--- src/rtl/shift_pipe_16_pkg.sv ---
// Shared widths, direction encoding and the per-stage pipeline record.
// Latency: n/a (types and constants only).
// Backpressure: n/a.
package shift_pipe_16_pkg;

    localparam int WIDTH   = 16;
    localparam int SHAMT_W = 4;

    typedef enum logic {
        DIR_LEFT  = 1'b0,
        DIR_RIGHT = 1'b1
    } dir_e;

    typedef struct packed {
        logic               valid;
        logic [WIDTH-1:0]   data;
        logic [SHAMT_W-1:0] shamt;
        dir_e               dir;
        logic               arith;
        logic               lost;
    } stage_t;

endpackage

--- src/rtl/shift_pipe_16_if.sv ---
// Command and result handshake bundle for the pipelined shifter.
// Latency: n/a (wires only).
// Backpressure: in_ready/out_ready carry the valid-ready stall on each side.
interface shift_pipe_16_if;
    import shift_pipe_16_pkg::*;

    logic               in_valid;
    logic               in_ready;
    logic [WIDTH-1:0]   in_data;
    logic [SHAMT_W-1:0] in_shamt;
    logic               in_dir;
    logic               in_arith;
    logic               out_valid;
    logic               out_ready;
    logic [WIDTH-1:0]   out_data;
    logic               out_lost;

    modport master (
        output in_valid, in_data, in_shamt, in_dir, in_arith, out_ready,
        input  in_ready, out_valid, out_data, out_lost
    );

    modport slave (
        input  in_valid, in_data, in_shamt, in_dir, in_arith, out_ready,
        output in_ready, out_valid, out_data, out_lost
    );

endinterface

--- src/rtl/shift_pipe_16_stage.sv ---
// One registered shift step of STEP bits, taken when shamt[SEL] is set.
// Latency: 1 cycle.
// Backpressure: advances when empty or when the next stage advances; holds otherwise.
module shift_pipe_stage
    import shift_pipe_16_pkg::*;
#(
    parameter int STEP = 8,
    parameter int SEL  = 3
) (
    input  logic   clk,
    input  logic   rst,
    input  stage_t prev,
    input  logic   adv_next,
    output stage_t cur,
    output logic   adv
);

    logic [WIDTH-1:0] shifted;
    logic             lost_now;
    stage_t           nxt;

    // Arithmetic fill can use the current bit 15: earlier stages replicate the original sign.
    always_comb begin
        shifted  = prev.data;
        lost_now = 1'b0;
        if (prev.shamt[SEL]) begin
            if (prev.dir == DIR_LEFT) begin
                shifted  = prev.data << STEP;
                lost_now = |prev.data[WIDTH-1 -: STEP];
            end else if (prev.arith) begin
                shifted  = $signed(prev.data) >>> STEP;
            end else begin
                shifted  = prev.data >> STEP;
                lost_now = |prev.data[STEP-1:0];
            end
        end
    end

    always_comb begin
        nxt      = prev;
        nxt.data = shifted;
        nxt.lost = prev.lost | lost_now;
    end

    assign adv = !cur.valid || adv_next;

    always_ff @(posedge clk) begin
        if (rst) begin
            cur <= '0;
        end else if (adv) begin
            cur <= nxt;
        end
    end

endmodule

--- src/rtl/shift_pipe_16.sv ---
// Four-stage pipelined 16-bit barrel shifter (shift by 8, 4, 2, 1) with lost-bit flag.
// Latency: 4 cycles from accept to out_valid; one result per cycle when unstalled.
// Backpressure: out_ready stalls ripple back stage by stage; empty stages keep filling.
module shift_pipe_16
    import shift_pipe_16_pkg::*;
(
    input  logic            clk,
    input  logic            rst,
    shift_pipe_16_if.slave  bus
);

    stage_t s0, s1, s2, s3, s4;
    logic   adv1, adv2, adv3, adv4;

    always_comb begin
        s0       = '0;
        s0.valid = bus.in_valid;
        s0.data  = bus.in_data;
        s0.shamt = bus.in_shamt;
        s0.dir   = dir_e'(bus.in_dir);
        s0.arith = bus.in_arith;
        s0.lost  = 1'b0;
    end

    shift_pipe_stage #(.STEP(8), .SEL(3)) u_st8 (
        .clk(clk), .rst(rst), .prev(s0), .adv_next(adv2), .cur(s1), .adv(adv1)
    );

    shift_pipe_stage #(.STEP(4), .SEL(2)) u_st4 (
        .clk(clk), .rst(rst), .prev(s1), .adv_next(adv3), .cur(s2), .adv(adv2)
    );

    shift_pipe_stage #(.STEP(2), .SEL(1)) u_st2 (
        .clk(clk), .rst(rst), .prev(s2), .adv_next(adv4), .cur(s3), .adv(adv3)
    );

    shift_pipe_stage #(.STEP(1), .SEL(0)) u_st1 (
        .clk(clk), .rst(rst), .prev(s3), .adv_next(bus.out_ready), .cur(s4), .adv(adv4)
    );

    assign bus.in_ready  = adv1;
    assign bus.out_valid = s4.valid;
    assign bus.out_data  = s4.data;
    assign bus.out_lost  = s4.lost;

    // Control fields are spent by the last stage.
    logic unused_fields;
    assign unused_fields = ^{s4.shamt, s4.dir, s4.arith};

endmodule

--- src/flat_wrapper.sv ---
// flat-port wrapper written by rule: the top's interface ports become plain ports
module shift_pipe_16_flat import shift_pipe_16_pkg::*;
  (clk, rst, bus_in_valid, bus_in_data, bus_in_shamt, bus_in_dir, bus_in_arith, bus_out_ready, bus_in_ready, bus_out_valid, bus_out_data, bus_out_lost);
  shift_pipe_16_if bus_i ();
  input  logic clk;
  input  logic rst;
  input wire logic [$bits(bus_i.in_valid)-1:0] bus_in_valid;
  input wire logic [$bits(bus_i.in_data)-1:0] bus_in_data;
  input wire logic [$bits(bus_i.in_shamt)-1:0] bus_in_shamt;
  input wire logic [$bits(bus_i.in_dir)-1:0] bus_in_dir;
  input wire logic [$bits(bus_i.in_arith)-1:0] bus_in_arith;
  input wire logic [$bits(bus_i.out_ready)-1:0] bus_out_ready;
  output wire logic [$bits(bus_i.in_ready)-1:0] bus_in_ready;
  output wire logic [$bits(bus_i.out_valid)-1:0] bus_out_valid;
  output wire logic [$bits(bus_i.out_data)-1:0] bus_out_data;
  output wire logic [$bits(bus_i.out_lost)-1:0] bus_out_lost;
  assign bus_i.in_valid = bus_in_valid;
  assign bus_i.in_data = bus_in_data;
  assign bus_i.in_shamt = bus_in_shamt;
  assign bus_i.in_dir = bus_in_dir;
  assign bus_i.in_arith = bus_in_arith;
  assign bus_i.out_ready = bus_out_ready;
  assign bus_in_ready = bus_i.in_ready;
  assign bus_out_valid = bus_i.out_valid;
  assign bus_out_data = bus_i.out_data;
  assign bus_out_lost = bus_i.out_lost;
  shift_pipe_16 u_core (.clk(clk), .rst(rst), .bus(bus_i));
endmodule
--- config.mk ---
export PLATFORM = sky130hd
export DESIGN_NAME = shift_pipe_16_flat
export DESIGN_NICKNAME = d
export VERILOG_FILES = /design/src/rtl/shift_pipe_16_pkg.sv /design/src/rtl/shift_pipe_16_if.sv /design/src/rtl/shift_pipe_16_stage.sv /design/src/rtl/shift_pipe_16.sv /design/src/flat_wrapper.sv
export SDC_FILE = /design/constraint.sdc
export NUM_CORES = 1
export LEC_CHECK = 0
export CORE_MARGIN = 2
export CORE_UTILIZATION = 50
export CTS_CLUSTER_DIAMETER = 40
export CTS_CLUSTER_SIZE = 40
export DETAILED_ROUTE_END_ITERATION = 12
export PLACE_DENSITY = 0.72
export SLEW_MARGIN = 25
export SYNTH_ARGS = -nofsm -noshare
export SYNTH_HDL_FRONTEND = slang
export SYNTH_SLANG_ARGS = --single-unit
--- constraint.sdc ---
create_clock -name clk -period 1.6 [get_ports clk]
set_input_delay 0.32 -clock clk [delete_from_list [all_inputs] [get_ports clk]]
set_output_delay 0.32 -clock clk [all_outputs]
set_load 0.1 [all_outputs]
Run 1, placement by cell class:
Scale: 4 px per µm.
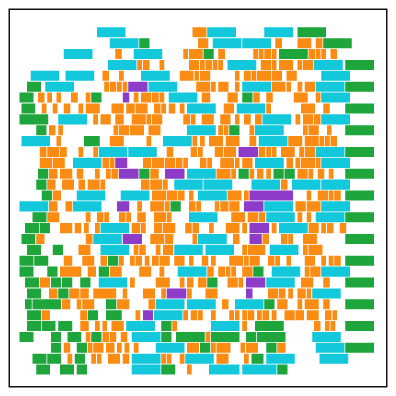
Key: cyan = flops [cells 84]; green = other buffers and delay cells [cells 90]; purple = clock drivers and dummy loads [cells 16]; orange = combinational and other logic [cells 384]
# rows: 32
utilization after layout: 67.3%
sequential share of cell area: 32.3%
final instance area: 5230 µm²

Run 1, cells by drive strength:
Scale: 3 px per µm.
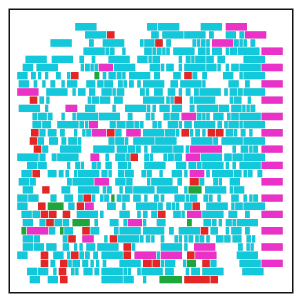
Key: green = _2 cells [cells 10, share 1.7%]; red = _3 and _4 cells [cells 44, share 7.7%, most used buf_4]; magenta = _6 and larger [cells 38, share 6.6%, most used buf_12]; cyan = _0 and _1 cells [cells 482, share 84%, most used nor2_1]
Non-clock buffers: 90
Setup WS post-layout: -0.0251 ns
Area Growth Syn to Fin: 29.2%

Run 1, the clock network:
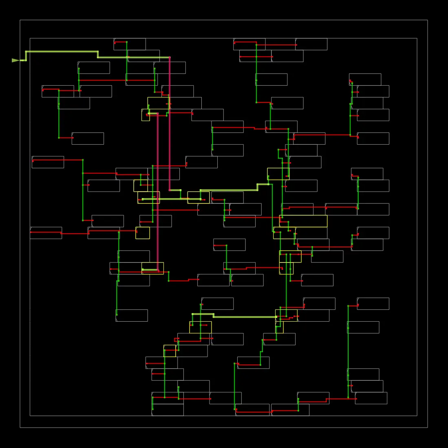
clk_lat worst skew: 0.35 ns
Sink Count: 84
TritonCTS Buffers: 9

==> impl_metrics.yaml, run 1 <==
# yosys + openroad results
status:
  status: "finished, violations left"
  violations: "negative setup slack"
global_route:
  grt_util_met3_pct: 3.29
  grt_pass1_wl_um: 15900
  grt_pass1_vias: 3513
  met1_usage_pct: 25.7
  track_usage_pct: 22.2
  top_usage_layer: "met2"
  overflow: 0
  grtUsageMet2_pct: 41.8
synth:
  synth-async-reset-ratio_pct: 0
  synth_cell_types: 32
  aoi_share_pct: 21.6
  syn-cell-area_um2: 4050
  synth_top_cell_by_area: "dfxtp_1"
  synth_seq_share_pct: 41.5
  yosys.area.top_type_share_pct: 41.5
  xor_area_share_pct: 0
  ys_area_um2: 4050
  edf_count: 0
  synth_cells: 515
  ys_sh_mux_pct: 8.41
  adder_share_pct: 0
  yosys.area_share.simple_pct: 23.1
final_timing:
  worst_slack_ns: -0.0251
  whs_ns: 0.315
  rsz0062_at_grt: "yes"
  hold_viol: 0
  setup_tns_ns: -0.0251
  setup_viol: 1
  fmax_mhz: 615
setup_path:
  rr_worst_depth: 5
  critPathLaunch: "u_core.u_st1.cur[23]$_SDFFE_PP0P_"
  cp_top_family: "simple AND/OR/NAND/NOR gates"
  crit_type: "reg2out"
  critPathMaxStageDelay_ns: 0.35
  end_kind: "output port"
  worstPathRequired_ns: 1.28
  reg2reg_slack_ns: 0.06
  worstSetupEndpoint: "bus_in_ready"
  cp_num_cells: 4
  cp_cell_sequence: "and4b_1, and2_4, inv_6, buf_12"
  cp-start-kind: "flip-flop"
power:
  comb_power_share_pct: 16.6
  powerComb_w: 0.000758
  seqPwrFrac_pct: 50.7
  powerDensity_nw_per_um2: 874
  intPower_w: 0.00327
  power.group.top: "sequential cells"
  power_switching_w: 0.00130
place:
  post_dp_cell_area_um2: 4970
floorplan:
  initCoreUtil_pct: 52.1
  die_area_um2: 8830
  die.size.x_um: 94.0
  core_um2: 7770
  chipHeight_um: 94.0
  ioPinCount: 45
flow_run:
  timing.max_cap.violations: 0
cells_and_area:
  lay_top_count: "nor2_1"
  area_share_nonclk_buffers_pct: 19.6
  area_dominant_class: "logic gates"
  flop_area_um2: 1690
  post_route_cells_drive_above_1_share_pct: 16.0
  inverters: 5
  design.seq.count: 84
  antenna_cells: 0
  nMultiInputCombCells: 379
  nets: 595
cts:
  cts_tree: "done"
  post_cts_buffers: 3
  clk_path_buf_depth: 2
  ctsRootBufferMaster: "clkbuf_8"
detailed_routing:
  wl_met2_um: 4940
  drt_iter0_drc: 123
  drt.antenna.violating_nets: 0
  vias: 3767
  wl_met1_um: 4140
  drc: 0
  drt-vias-per-instance: 5.57
  routedWlPerCell_um: 14.0
  first_pass_iters: 4
min_path:
  min_path_cells: 3
  hp-class: "in2reg"
[run 1: state kept, by name (all words and copies together) (netlist names)]
register / cells
u_core.u_st2.cur: 21
u_core.u_st4.cur: 22
u_core.u_st8.cur: 23
u_core.u_st1.cur: 18
[run 1: synthesized netlist by cell type (2+ instances only)]
cell      number
o21ai_0        3
a221oi_1       7
clkbuf_1      36
a311oi_1      14
nor4_1         5
buf_1          3
nand2_1       63
mux2i_1       34
nand2b_1       5
nor3_1        18
inv_1          2
nand3_1        6
o221ai_1       7
inv_2          3
nor2_1        91
buf_2          6
o211ai_1       9
a211oi_1      31
a21oi_1       58
nor2b_1       17
or4_1          2
dfxtp_1       84
or3_1          2
[run 1: worst min-delay path, stage by stage]
cell,delay [ns]
buf_2,0.11
or4_1,0.12
o32ai_2,0.06
## Run 2: what changed since run 1
--- a/config.mk
+++ b/config.mk
@@ -15,3 +15,4 @@
 export SYNTH_ARGS = -nofsm -noshare
 export SYNTH_HDL_FRONTEND = slang
 export SYNTH_SLANG_ARGS = --single-unit
+export TNS_END_PERCENT = 50
==> impl_metrics.yaml, run 2 <==
# yosys + openroad results
setup_path:
  cp_top_family: "simple AND/OR/NAND/NOR gates"
  rr_worst_depth: 5
  worstSetupEndpoint: "bus_in_ready"
  crit_type: "reg2out"
  critPathLaunch: "u_core.u_st1.cur[23]$_SDFFE_PP0P_"
  reg2reg_slack_ns: 0.06
  end_kind: "output port"
  path_max_fanout: 2
  cp-start-kind: "flip-flop"
  cp_num_buf_inv: 2
  r2r-end: "u_core.u_st8.cur[0]$_SDFFE_PP0P_"
  worstPathRequired_ns: 1.28
  cp_num_cells: 4
  arrival_ns: 1.31
  cp_cell_sequence: "and4b_1, and2_4, inv_6, buf_12"
  critPathMaxStageDelay_ns: 0.35
  r2r_start: "u_core.u_st1.cur[23]$_SDFFE_PP0P_"
  slowest_stage: "dfxtp_4"
cells_and_area:
  nMultiInputCombCells: 379
  inverters: 5
  antenna_cells: 0
  fill_cells: 693
  lay_top_count: "nor2_1"
  area_share_nonclk_buffers_pct: 19.6
  buffers_excl_clock: 90
  reg.largest.list: "u_core.u_st8.cur x23, u_core.u_st4.cur x22, u_core.u_st2.cur x21"
  flop_area_um2: 1690
  nets: 595
  seq_share_pct: 32.3
  utilization_pct: 67.3
  clock_buffers: 9
  post_route_cells_drive_above_1_share_pct: 16.0
  lay_top_cells: "91 x nor2_1, 82 x dfxtp_1, 63 x nand2_1"
  sh_comb_area_pct: 41.4
  area_dominant_class: "logic gates"
  comb_area_um2: 2170
  largest_register_ffs: 23
  top_register: "u_core.u_st8.cur"
  clkCellAreaFrac_pct: 3.78
  area_growth_pct: 29.2
  instances_no_fill: 676
power:
  power.group.top: "sequential cells"
  p_seq_w: 0.00232
  p_leak_nw: 1.92
  power_w: 0.00457
  comb_power_share_pct: 16.6
  powerComb_w: 0.000758
  seqPwrFrac_pct: 50.7
  ir_drop_mv: 0.435
  powerDensity_nw_per_um2: 874
  intPower_w: 0.00327
  p_clk_share_pct: 32.7
  power_switching_share_pct: 28.4
  power_switching_w: 0.00130
place:
  place_congestion: 0.835
  hpwlAfterDp_um: 6920
  dp.cells: 655
  port_buffers: 44
min_path:
  worstHoldStart: "rst"
  min_path_cells: 3
  hold_path_end: "u_core.u_st8.cur[0]$_SDFFE_PP0P_"
  hp-class: "in2reg"
global_route:
  grt_pass1_wl_um: 15900
  met1_usage_pct: 25.7
  grt_pass1_vias: 3513
  grt_start_max_net_pins: 85
  top_usage_layer: "met2"
  grtUsageMet2_pct: 41.8
  overflow: 0
  track_usage_pct: 22.2
  grt_antenna_before_repair: 0
final_timing:
  rsz0062_at_grt: "yes"
  fmax_mhz: 615
  report.final.slew_viol_count: 0
  slew_headroom_pct: 73.8
  fin_crit_sh_pct: 102
  worst_pin_slew_ns: 0.389
  hold_viol: 0
  min_period_ns: 1.63
  setup_viol: 1
  setup_tns_ns: -0.0251
  worst_slack_ns: -0.0251
cts:
  cts.clk_slew.worst_paths_ns: 0.09
  post_cts_buffers: 3
  clk_latency_ns: 0.35
  cts_made_buffers: 9
  cts_resized: 4
  clk_path_buf_depth: 2
  cts_tree: "done"
  clkSinkCount: 84
  hold_buffers: 0
  htree_levels: 3
  ctsRootBufferMaster: "clkbuf_8"
floorplan:
  chipHeight_um: 94.0
  initCoreUtil_pct: 52.1
  die.size.x_um: 94.0
  num_rows: 32
  n_tap_cell: 102
  die_area_um2: 8830
  ioPinCount: 45
synth:
  topCellsByArea: "dfxtp_1 42%, nor2_1 8.4%, mux2i_1 8.4%"
  synth-async-reset-ratio_pct: 0
  edf_count: 0
  synth_seq_share_pct: 41.5
  ff_type: "dfxtp_1"
  yosysWarnings: 0
  synth.ff_latch_count: 84
  ys_area_um2: 4050
  synth_area_per_cell_um2: 7.86
  synth_cell_types: 32
  syn-cell-area_um2: 4050
  synth_top_cell_by_count: "nor2_1"
  floorplan.nets: 541
  ys_cells: 515
  yosys.area.top_type_share_pct: 41.5
  synth_cells: 515
  synth_top_cell_by_area: "dfxtp_1"
  common_cells: "91 x nor2_1, 84 x dfxtp_1, 63 x nand2_1, 58 x a21oi_1, 36 x clkbuf_1"
detailed_routing:
  drt_iter0_drc: 123
  routedWlPerCell_um: 14.0
  wl_met2_um: 4940
  drt-vias-per-instance: 5.57
  drc: 0
  highest_layer: "met4"
  wl_met1_um: 4140
  wl_met3_um: 284
  first_pass_iters: 4
  drt.antenna.violating_nets: 0
status:
  violations: "negative setup slack"
  status: "finished, violations left"
flow_run:
  timing.max_cap.violations: 0
  warnings: 28
[run 2: cell counts after synthesis]
No cell type changed its count.
[run 2: cell families (layout without fill, tap and decap cells)]
group	count (synthesis)	after routing	synth area share, %
flip-flops	84	84	41.5
buffers and inverters	52	111	5.29
AND-OR/OR-AND	131	131	21.6
multiplexers	34	34	8.41
AND/OR/NAND/NOR	214	214	23.1
[run 2: metrics by stage]
step,hold WS (ns),instance area (µm²),worst slack [ns]
3_3_place_gp,0.441,4970,-0.341
4_1_cts,0.305,5190,-0.0403
3_5_place_dp,0.456,4970,-0.367
2_1_floorplan,0.432,4060,0.00528
5_1_grt,0.337,5230,-0.0707
6_report,0.315,5230,-0.0251
Run 2, placement by cell class:
Scale: 4 px per µm.
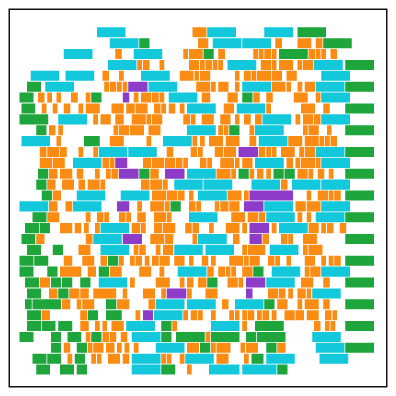
Key: cyan = flops [cells 84]; purple = clock drivers and dummy loads [cells 16]; green = other buffers and delay cells [cells 90]; orange = combinational and other logic [cells 384]
CORE AREA: 7770 µm²

Run 2, metal 3:
Scale: 4 px per µm.
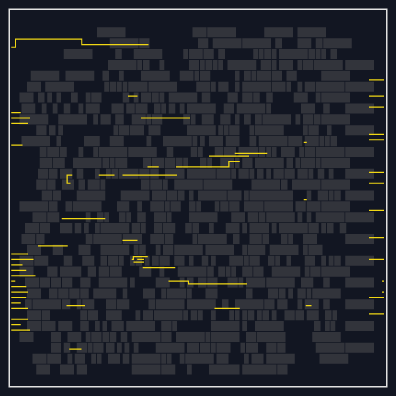
48 nets have wire on it. The longest straight run is 16.6 µm.
Total Wirelength: 9490 µm
met3 Track Usage GR: 3.29%
routed vias: 3767

Run 2, the clock network:
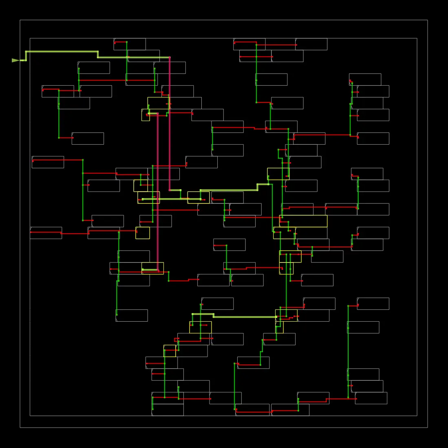
Clk power: 0.00150 W
registers: 84
clk_skew: 0.00994 ns

## Run 3: what changed since run 2
--- a/config.mk
+++ b/config.mk
@@ -5,7 +5,7 @@
 export SDC_FILE = /design/constraint.sdc
 export NUM_CORES = 1
 export LEC_CHECK = 0
-export CORE_MARGIN = 2
+export CORE_MARGIN = 5
 export CORE_UTILIZATION = 50
 export CTS_CLUSTER_DIAMETER = 40
 export CTS_CLUSTER_SIZE = 40
==> impl_metrics.yaml, run 3 <==
# yosys + openroad results
cts:
  post_cts_buffers: 5
  htree_levels: 3
  cts.clk_slew.worst_paths_ns: 0.08
  cts_made_buffers: 9
cells_and_area:
  nMultiInputCombCells: 379
  area_dominant_class: "logic gates"
  utilization_pct: 67.4
  flop_area_um2: 1690
  nets: 592
  inverters: 5
  top_register: "u_core.u_st8.cur"
  design.seq.count: 84
  reg.largest.list: "u_core.u_st8.cur x23, u_core.u_st4.cur x22, u_core.u_st2.cur x21"
  area_share_nonclk_buffers_pct: 19.6
  lay_top_count: "nor2_1"
  antenna_cells: 0
  comb_area_um2: 2180
setup_path:
  cp_cell_sequence: "and4b_1, and2_4, inv_8, buf_12"
  crit_type: "reg2out"
  path_max_fanout: 2
  arrival_ns: 1.30
  cp_num_buf_inv: 2
  cp_top_family: "simple AND/OR/NAND/NOR gates"
floorplan:
  n_tap_cell: 102
  core_um2: 7810
  chipHeight_um: 100
  num_rows: 32
synth:
  synth_cell_types: 32
  edf_count: 0
  synthTopLogicFamily: "simple AND/OR/NAND/NOR gates"
  syn-cell-area_um2: 4050
  xor_area_share_pct: 0
  common_cells: "91 x nor2_1, 84 x dfxtp_1, 63 x nand2_1, 58 x a21oi_1, 36 x clkbuf_1"
  ys_sh_mux_pct: 8.41
  aoi_share_pct: 21.6
  synth_seq_share_pct: 41.5
  yosys.area.top_type_share_pct: 41.5
  topCellsByArea: "dfxtp_1 42%, nor2_1 8.4%, mux2i_1 8.4%"
  adder_share_pct: 0
  synth_area_per_cell_um2: 7.86
  synth_top_cell_by_area: "dfxtp_1"
  synth_top_cell_by_count: "nor2_1"
flow_run:
  timing.max_cap.violations: 0
  warnings: 28
place:
  dp.cells: 651
  hpwlAfterDp_um: 7000
power:
  seqPwrFrac_pct: 49.9
  p_seq_w: 0.00232
  comb_power_share_pct: 16.4
  p_clk_share_pct: 33.7
  ir_drop_mv: 0.564
  p_leak_nw: 1.92
detailed_routing:
  drt.antenna.violating_nets: 0
  highest_layer: "met4"
  wl_met3_um: 392
  wl_met1_um: 4110
  drt-vias-per-instance: 5.62
  first_pass_iters: 4
  drc: 0
  totalWireLength_um: 9620
  drt_iter0_drc: 131
global_route:
  top_usage_layer: "met2"
  grt_antenna_before_repair: 0
  grt_util_met3_pct: 5.63
  grt_pass1_wl_um: 16500
  grtUsageMet2_pct: 36.3
final_timing:
  slew_headroom_pct: 76.1
  hold_viol: 0
  setup_viol: 1
  rsz0062_at_grt: "yes"
  setup_tns_ns: -0.0217
  min_period_ns: 1.62
  worst_slack_ns: -0.0217
  worst_pin_slew_ns: 0.355
status:
  violations: "negative setup slack"
  status: "finished, violations left"
-- run 3: worst paths after layout --
kind                                            end                              start  slack [ns]  depth (start not counted)
setup / recovery                       bus_in_ready  u_core.u_st1.cur[23]$_SDFFE_PP0P_       -0.02                          4
hold / removal     u_core.u_st8.cur[0]$_SDFFE_PP0P_                                rst        0.31                          3
setup reg to reg  u_core.u_st8.cur[14]$_SDFFE_PP0P_  u_core.u_st1.cur[23]$_SDFFE_PP0P_        0.07                          8
hold reg to reg    u_core.u_st2.cur[1]$_SDFFE_PP0P_   u_core.u_st2.cur[1]$_SDFFE_PP0P_        0.47                          2
Run 3, the clock network:
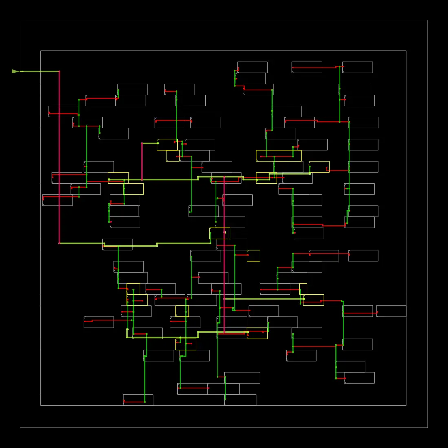
clk_lat worst skew: 0.36 ns
clk_skew: 0.0113 ns
Clk power: 0.00156 W

Run 3, cells by drive strength:
Scale: 3 px per µm.
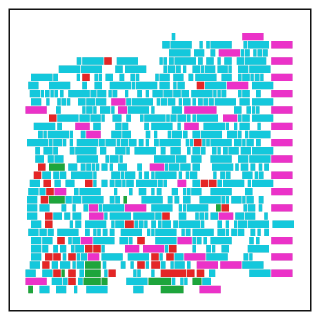
Key: magenta = _6 and larger [cells 42, share 7.4%, most used buf_12]; cyan = _0 and _1 cells [cells 478, share 84%, most used nor2_1]; red = _3 and _4 cells [cells 38, share 6.7%, most used buf_4]; green = _2 cells [cells 13, share 2.3%]
Non-clock buffers: 87
Area Growth Syn to Fin: 30.0%
final instance area: 5260 µm²
Setup WS post-layout: -0.0217 ns

Run 3, routed metal per tile:
Scale: 4 px per µm. The die is cut into 20 by 20 equal tiles; dark purple is low, yellow is high, scaled to the fullest tile. Values are wire area over tile area, all layers added.
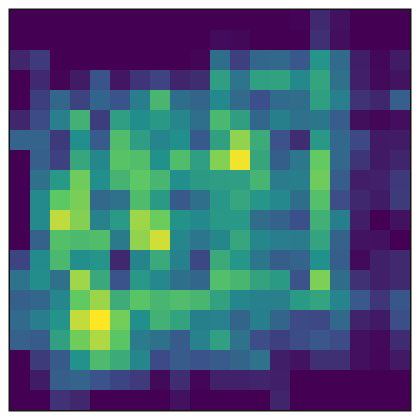
The fullest tile reaches 0.49. The mean over all tiles is 0.15. The densest ninth of the die: centre. 25% of the tiles are over half the peak. 20% of the tiles are nearly empty.
Total GRT Usage: 20.3%
routed vias: 3781
average routed wire per standard cell: 14.3 µm

No activity file was given, so power comes from the tool's default toggle rates.
